Signal wires on met3:
Scale bar: 50 um.
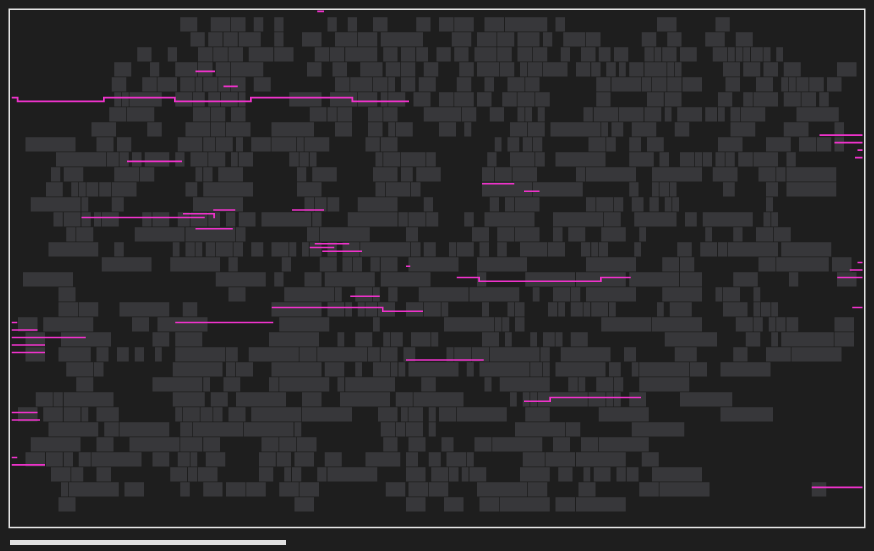
Wiring by layer:
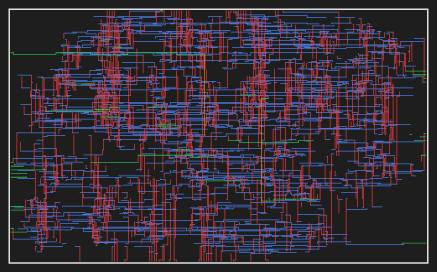
Signal wires on met2:
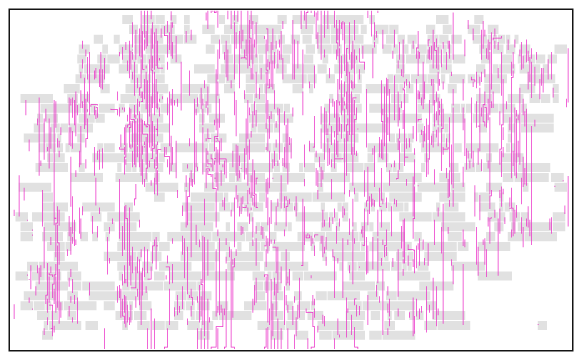
Clock distribution:
Scale bar: 50 um.
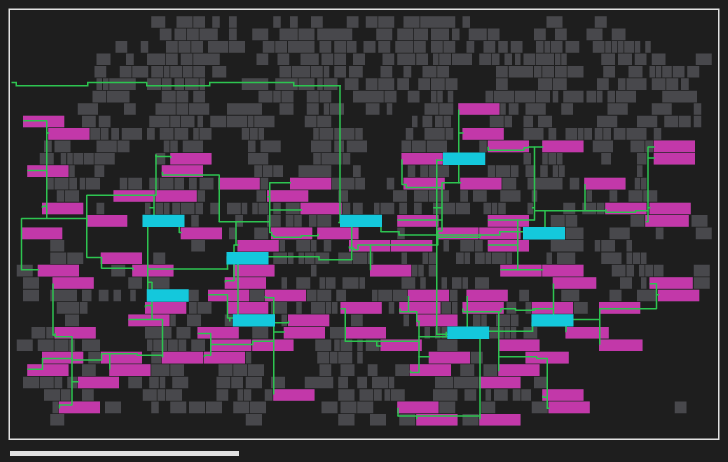
Routing congestion:
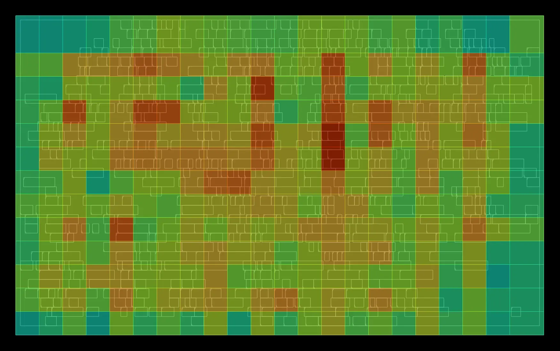
`src/rtl/cpu_step_ctrl.sv`:
```
// cpu_step_ctrl - run/step controller between the DE10-Lite board and the KLP32 core.
// Turns the single board clock into a one-cycle core step enable with four run modes
// (halt, full speed, divided rate, debounced single-step), conditions the board reset
// into a synchronous core reset and counts issued steps.
// Optional feature: define STEP_BREAKPOINT_EN to stop free-running execution when the
// core PC reaches an armed breakpoint address.
module cpu_step_ctrl #(
    parameter int DIV_W           = 32,
    parameter int DEBOUNCE_CYCLES = 500000,
    parameter int CNT_W           = 32
) (
    input  logic             clk,
    input  logic             reset_in,
    input  logic [1:0]       i_mode,
    input  logic [DIV_W-1:0] i_div,
    input  logic             i_step_btn,
    input  logic [31:0]      i_pc,
    input  logic [31:0]      i_break_pc,
    input  logic             i_break_valid,
    output logic             o_step_en,
    output logic             o_cpu_reset,
    output logic             o_halted,
    output logic [CNT_W-1:0] o_step_count
);

    typedef enum logic [1:0] {
        MODE_HALT = 2'b00,
        MODE_RUN  = 2'b01,
        MODE_DIV  = 2'b10,
        MODE_STEP = 2'b11
    } mode_e;

    // Debounce counter only has to reach DEBOUNCE_CYCLES-1.
    localparam int DB_W = (DEBOUNCE_CYCLES > 1) ? $clog2(DEBOUNCE_CYCLES) : 1;
    localparam logic [DB_W-1:0] DB_LAST = DB_W'(DEBOUNCE_CYCLES - 1);

    // Effective divided-run period: a programmed 0 behaves like 1.
    function automatic logic [DIV_W-1:0] eff_period(input logic [DIV_W-1:0] div);
        eff_period = (div == DIV_W'(0)) ? DIV_W'(1) : div;
    endfunction

    // Reset conditioning
    logic rst_sync_r;
    logic cpu_reset_r;
    logic reset_next_s;

    // Button path
    logic            btn_meta_r;
    logic            btn_sync_r;
    logic [DB_W-1:0] db_cnt_r;
    logic            btn_db_r;
    logic            btn_db_prev_r;
    logic            btn_armed_r;
    logic            press_s;

    // Step generation
    mode_e            mode_s;
    logic [DIV_W-1:0] div_r;
    logic [DIV_W-1:0] div_next_s;
    logic [DIV_W-1:0] period_s;
    logic             div_hit_s;
    logic             step_next_s;
    logic             halted_next_s;
    logic             break_hit_r;
    logic             break_next_s;
    logic             bp_match_s;
    logic             run_block_s;
    logic             step_en_r;
    logic             halted_r;
    logic [CNT_W-1:0] step_count_r;

    assign mode_s = mode_e'(i_mode);

    // Two-flop release synchroniser; cpu_reset_r is the second stage so the core
    // reset drops on the second rising edge after reset_in goes high.
    always_ff @(posedge clk or negedge reset_in) begin
        if (!reset_in) begin
            rst_sync_r  <= 1'b0;
            cpu_reset_r <= 1'b1;
        end else begin
            rst_sync_r  <= 1'b1;
            cpu_reset_r <= ~rst_sync_r;
        end
    end

    // Value o_cpu_reset takes at this edge; steps are gated on it so a step never
    // coincides with an asserted core reset and the first run step follows at once.
    assign reset_next_s = ~rst_sync_r;

    // Two-flop synchroniser for the asynchronous, active-low step button.
    always_ff @(posedge clk or negedge reset_in) begin
        if (!reset_in) begin
            btn_meta_r <= 1'b1;
            btn_sync_r <= 1'b1;
        end else begin
            btn_meta_r <= i_step_btn;
            btn_sync_r <= btn_meta_r;
        end
    end

    // Stability counter: accept a new level only after DEBOUNCE_CYCLES consecutive
    // differing samples; any sample equal to the current level restarts the count.
    always_ff @(posedge clk or negedge reset_in) begin
        if (!reset_in) begin
            db_cnt_r      <= DB_W'(0);
            btn_db_r      <= 1'b1;
            btn_db_prev_r <= 1'b1;
        end else begin
            btn_db_prev_r <= btn_db_r;
            if (btn_sync_r != btn_db_r) begin
                if (db_cnt_r == DB_LAST) begin
                    btn_db_r <= btn_sync_r;
                    db_cnt_r <= DB_W'(0);
                end else begin
                    db_cnt_r <= db_cnt_r + DB_W'(1);
                end
            end else begin
                db_cnt_r <= DB_W'(0);
            end
        end
    end

    // Presses only count once a genuinely released button has been seen after reset,
    // so a button held down through reset cannot step the core on its own.
    always_ff @(posedge clk or negedge reset_in) begin
        if (!reset_in) begin
            btn_armed_r <= 1'b0;
        end else begin
            btn_armed_r <= btn_armed_r | (btn_sync_r & ~cpu_reset_r);
        end
    end

    assign press_s = btn_armed_r & btn_db_prev_r & ~btn_db_r;

`ifdef STEP_BREAKPOINT_EN
    assign bp_match_s  = i_break_valid & (i_pc == i_break_pc);
    assign run_block_s = break_hit_r | bp_match_s;
`else
    // Breakpoint inputs are not used in this build.
    logic unused_bp_s;
    assign unused_bp_s = ^{i_pc, i_break_pc, i_break_valid};
    assign bp_match_s  = 1'b0;
    assign run_block_s = 1'b0;
`endif

    assign period_s  = eff_period(i_div);
    assign div_hit_s = (div_r >= (period_s - DIV_W'(1)));

    // Next-step decision: mode selects the step source; the divider is held at 0
    // outside divided mode so entering it always starts a fresh period.
    always_comb begin
        step_next_s  = 1'b0;
        div_next_s   = DIV_W'(0);
        break_next_s = break_hit_r;
        if (reset_next_s) begin
            step_next_s  = 1'b0;
            break_next_s = 1'b0;
        end else begin
            case (mode_s)
                MODE_HALT: begin
                    break_next_s = 1'b0;
                end
                MODE_RUN: begin
                    step_next_s  = ~run_block_s;
                    break_next_s = break_hit_r | bp_match_s;
                end
                MODE_DIV: begin
                    if (div_hit_s) begin
                        div_next_s   = DIV_W'(0);
                        step_next_s  = ~run_block_s;
                        break_next_s = break_hit_r | bp_match_s;
                    end else begin
                        div_next_s   = div_r + DIV_W'(1);
                    end
                end
                MODE_STEP: begin
                    if (press_s) begin
                        // A press steps past a breakpoint and re-enables running.
                        step_next_s  = 1'b1;
                        break_next_s = 1'b0;
                    end else begin
                        step_next_s  = 1'b0;
                    end
                end
                default: begin
                    step_next_s  = 1'b0;
                end
            endcase
        end
        halted_next_s = (mode_s == MODE_HALT) | (mode_s == MODE_STEP) |
                        reset_next_s | break_next_s;
    end

    // Output, divider, breakpoint and step-count registers.
    always_ff @(posedge clk or negedge reset_in) begin
        if (!reset_in) begin
            step_en_r    <= 1'b0;
            halted_r     <= 1'b1;
            div_r        <= DIV_W'(0);
            break_hit_r  <= 1'b0;
            step_count_r <= CNT_W'(0);
        end else begin
            step_en_r    <= step_next_s;
            halted_r     <= halted_next_s;
            div_r        <= div_next_s;
            break_hit_r  <= break_next_s;
            step_count_r <= step_count_r + CNT_W'(step_next_s);
        end
    end

    assign o_step_en    = step_en_r;
    assign o_cpu_reset  = cpu_reset_r;
    assign o_halted     = halted_r;
    assign o_step_count = step_count_r;

endmodule

```
`config.mk`:
```
export PLATFORM = sky130hd
export DESIGN_NAME = cpu_step_ctrl
export DESIGN_NICKNAME = d
export VERILOG_FILES = /design/src/rtl/cpu_step_ctrl.sv
export SDC_FILE = /design/constraint.sdc
export NUM_CORES = 1
export LEC_CHECK = 0
export CAP_MARGIN = 10
export CORE_ASPECT_RATIO = 0.6
export CORE_UTILIZATION = 40
export DETAILED_ROUTE_END_ITERATION = 8
export PLACE_DENSITY_LB_ADDON = 0.12
export SYNTH_ARGS = -nofsm -noshare
export SYNTH_HDL_FRONTEND = slang
export SYNTH_SLANG_ARGS = --single-unit
```
`constraint.sdc`:
```
create_clock -name clk -period 5.7 [get_ports clk]
set_clock_uncertainty 0.1 [all_clocks]
set_input_delay 1.14 -clock clk [delete_from_list [all_inputs] [get_ports clk]]
set_output_delay 1.14 -clock clk [all_outputs]
set_load 0.05 [all_outputs]
```
==> Changelog: implementation <==
## Implementation

* PortBufs at 71
* CP max stage delay at 0.41 ns
* Gpl congestion at 0.790
* Wire length per cell at 14.7 um
* Path depth of the worst reg2reg path at 15
* Highest routed layer: met4
* Crit path DAT at 5.87 ns
* Main flop type after synthesis: dfrtp_1
* Psw at 394 uW
* Power Combinational at 228 uW
* MUX area fraction at 0.201%
* WP depth at 26
* Slew @ Worst Pin at 1.26 ns
* Final setup fails at 3
* Total of max-cap violations at 0
* Vias at 4618
* Hold Path Depth at 0
* Switching share of power at 26.5%
* CTS tree: done
* Startpoint Class: input port
* Initial antenna violation count at 0
* Final-layout clock-cell area share at 3.64%
* Clk buf depth at 2
* Vias in the first global route at 4450
* Status: finished, violations left
* CP max-delay cell: or3_4
* Failing checks: setup timing
* Sequential share of cell area at 31.0%
* Cell with the most instances on the worst path: nand4_1
* Non-Filler Instances at 922
* Post-route ant nets at 0
* Hold WC Path Type: register to register
* RSZ-0062 raised after global routing: yes
* Synth cell types at 55
* H-tree levels at 3
* CTS Buf Count at 9
* Count leader, synth: dfrtp_1
* Final WS setup at -0.0490 ns
* CP Capture Type: register
* Filler Cells Inserted at 1209
* Hold WS at 0.257 ns
* Share of layout cells above drive strength 1 at 23.8%
* Met2 Routed Length at 5.76 mm
* Final WL at 13.5 mm
* Achievable frequency at 0.174 GHz
* Register area at 2330 um2
* Synth-to-Final Area Change at 34.2%
* Buffering overhead at 17.0%
* Hold Fails Final Rpt at 0
* Root buffer cell: clkbuf_16
* Average size of a mapped cell at 9.84 um2
* Non-clk invs at 11
* Post_cts resized at 97
* Simple Share, Synth at 27.0%
* Synthesized chip area reported by yosys at 5610 um2
* Starting DRC count in detailed routing at 192
* Die ar. at 14500 um2
* I/O Pins at 137
* Adder share at 8.92%
* Antenna cells at 0
* Hold EP: btn_sync_r
* Ys cells at 570
* GRT busiest layer: met1
* Netlist Area Pre-Place at 5610 um2
* Cells after synthesis at 570
* Top Consumer: sequential cells
* Pins Over Slew Limit at 0
* CP max FO at 4
* Crit path DRT at 5.82 ns
* Flop2flop setup slack at 2.34 ns
* DP HPWL at 10.2 mm
* Non-clock buffer instance count of the final layout at 155
* Internal Power at 1.09 mW
* Worst setup endpoint: o_step_count[29]
* Area leader, netlist: dfrtp_1
* Synth Seq Share at 41.6%
* Mapped Nets at 712
* Worst vdd ir at 0.000129 V
* Pwr dens at 198 nW/um2
* Die X at 155 um
* Placed insts at 891
* Top cell category: multi-input combinational cells
* Count of multi-input gates at 455
* CTS clk-pin slew, worst paths at 0.06 ns
* RR Endpoint: o_step_count[29]
* Seq pwr at 709 uW
* Ao+oa area frac at 3.81%
* Yosys warns at 0
* Combinational share of cell area at 44.6%
* Gate power share at 15.3%
* Reg2Reg Launch Point: div_r[29]
* Layout Nets at 867
* Seq pwr share at 47.6%
* Critical path's top delay family: simple AND/OR/NAND/NOR gates
* Design Area, Final at 7530 um2
* DRT met1 WL at 7.33 mm
* Worst relative slew slack at 15.2%
* Leak at 3.28 nW
* Fin crit share at 101%
* Initial Util at 41.1%
* Placed cell area at 7110 um2
* Ys flops at 93
* Xor+xnor area frac at 16.8%
* Comb area at 3360 um2
* CP bufs+invs at 3
* Tapcell count at 192
* Floorplan core area at 13700 um2
* Worst-Skew Late Latency at 0.33 ns
* Top cells by area, synth: dfrtp_1, ha_1, xor2_1
Back to the opening pictures, 'signal wires on met3':
35 nets have wire on it. The longest straight run is 22.1 um. The layer holds 2.6% of the routed length. The layer carries 356 um of wire. The wires run mostly horizontal.

Back to the opening pictures, 'wiring by layer':
Key: metal 2 = red [wire length 5760 um]; metal 4 = orange [wire length 68.0 um]; metal 1 = blue [wire length 7330 um]; metal 3 = green [wire length 356 um]

Back to the opening pictures, 'signal wires on met2':
The wires run mostly vertical. 685 nets have wire on it.

Back to the opening pictures, 'clock distribution':
Key: clock drivers = cyan [count 9]; flip-flops = magenta [count 93]; clock wires = green [length 1140 um]
There are 10 routed clock nets.
power in the clock group: 552 uW
Clk pwr share: 37.1%

Back to the opening pictures, 'routing congestion':
M1 GR Usage: 30.0%
met3 usage: 3.74%
total track usage: 19.5%

placed cells by master, fill, tap and decap left out, drive strengths merged, types with 2 or more instances in the layout:
cell type	instances
a211oi	2
a21o	3
a21oi	15
a31oi	2
and2	5
and3	13
and4	9
buf	99
clkbuf	16
clkdlybuf4s15	7
clkdlybuf4s50	44
clkinv	2
dfrtp	87
dfstp	6
dlygate4sd2	3
ha	40
inv	11
nand2	52
nand2b	4
nand3	38
nand3b	6
nand4	24
nor2	51
nor2b	3
nor3	44
nor3b	2
nor4	11
o21ai	4
or2	2
or3	3
or4	3
xnor2	53
xor2	54
Power is estimated from default activity; no workload was simulated.
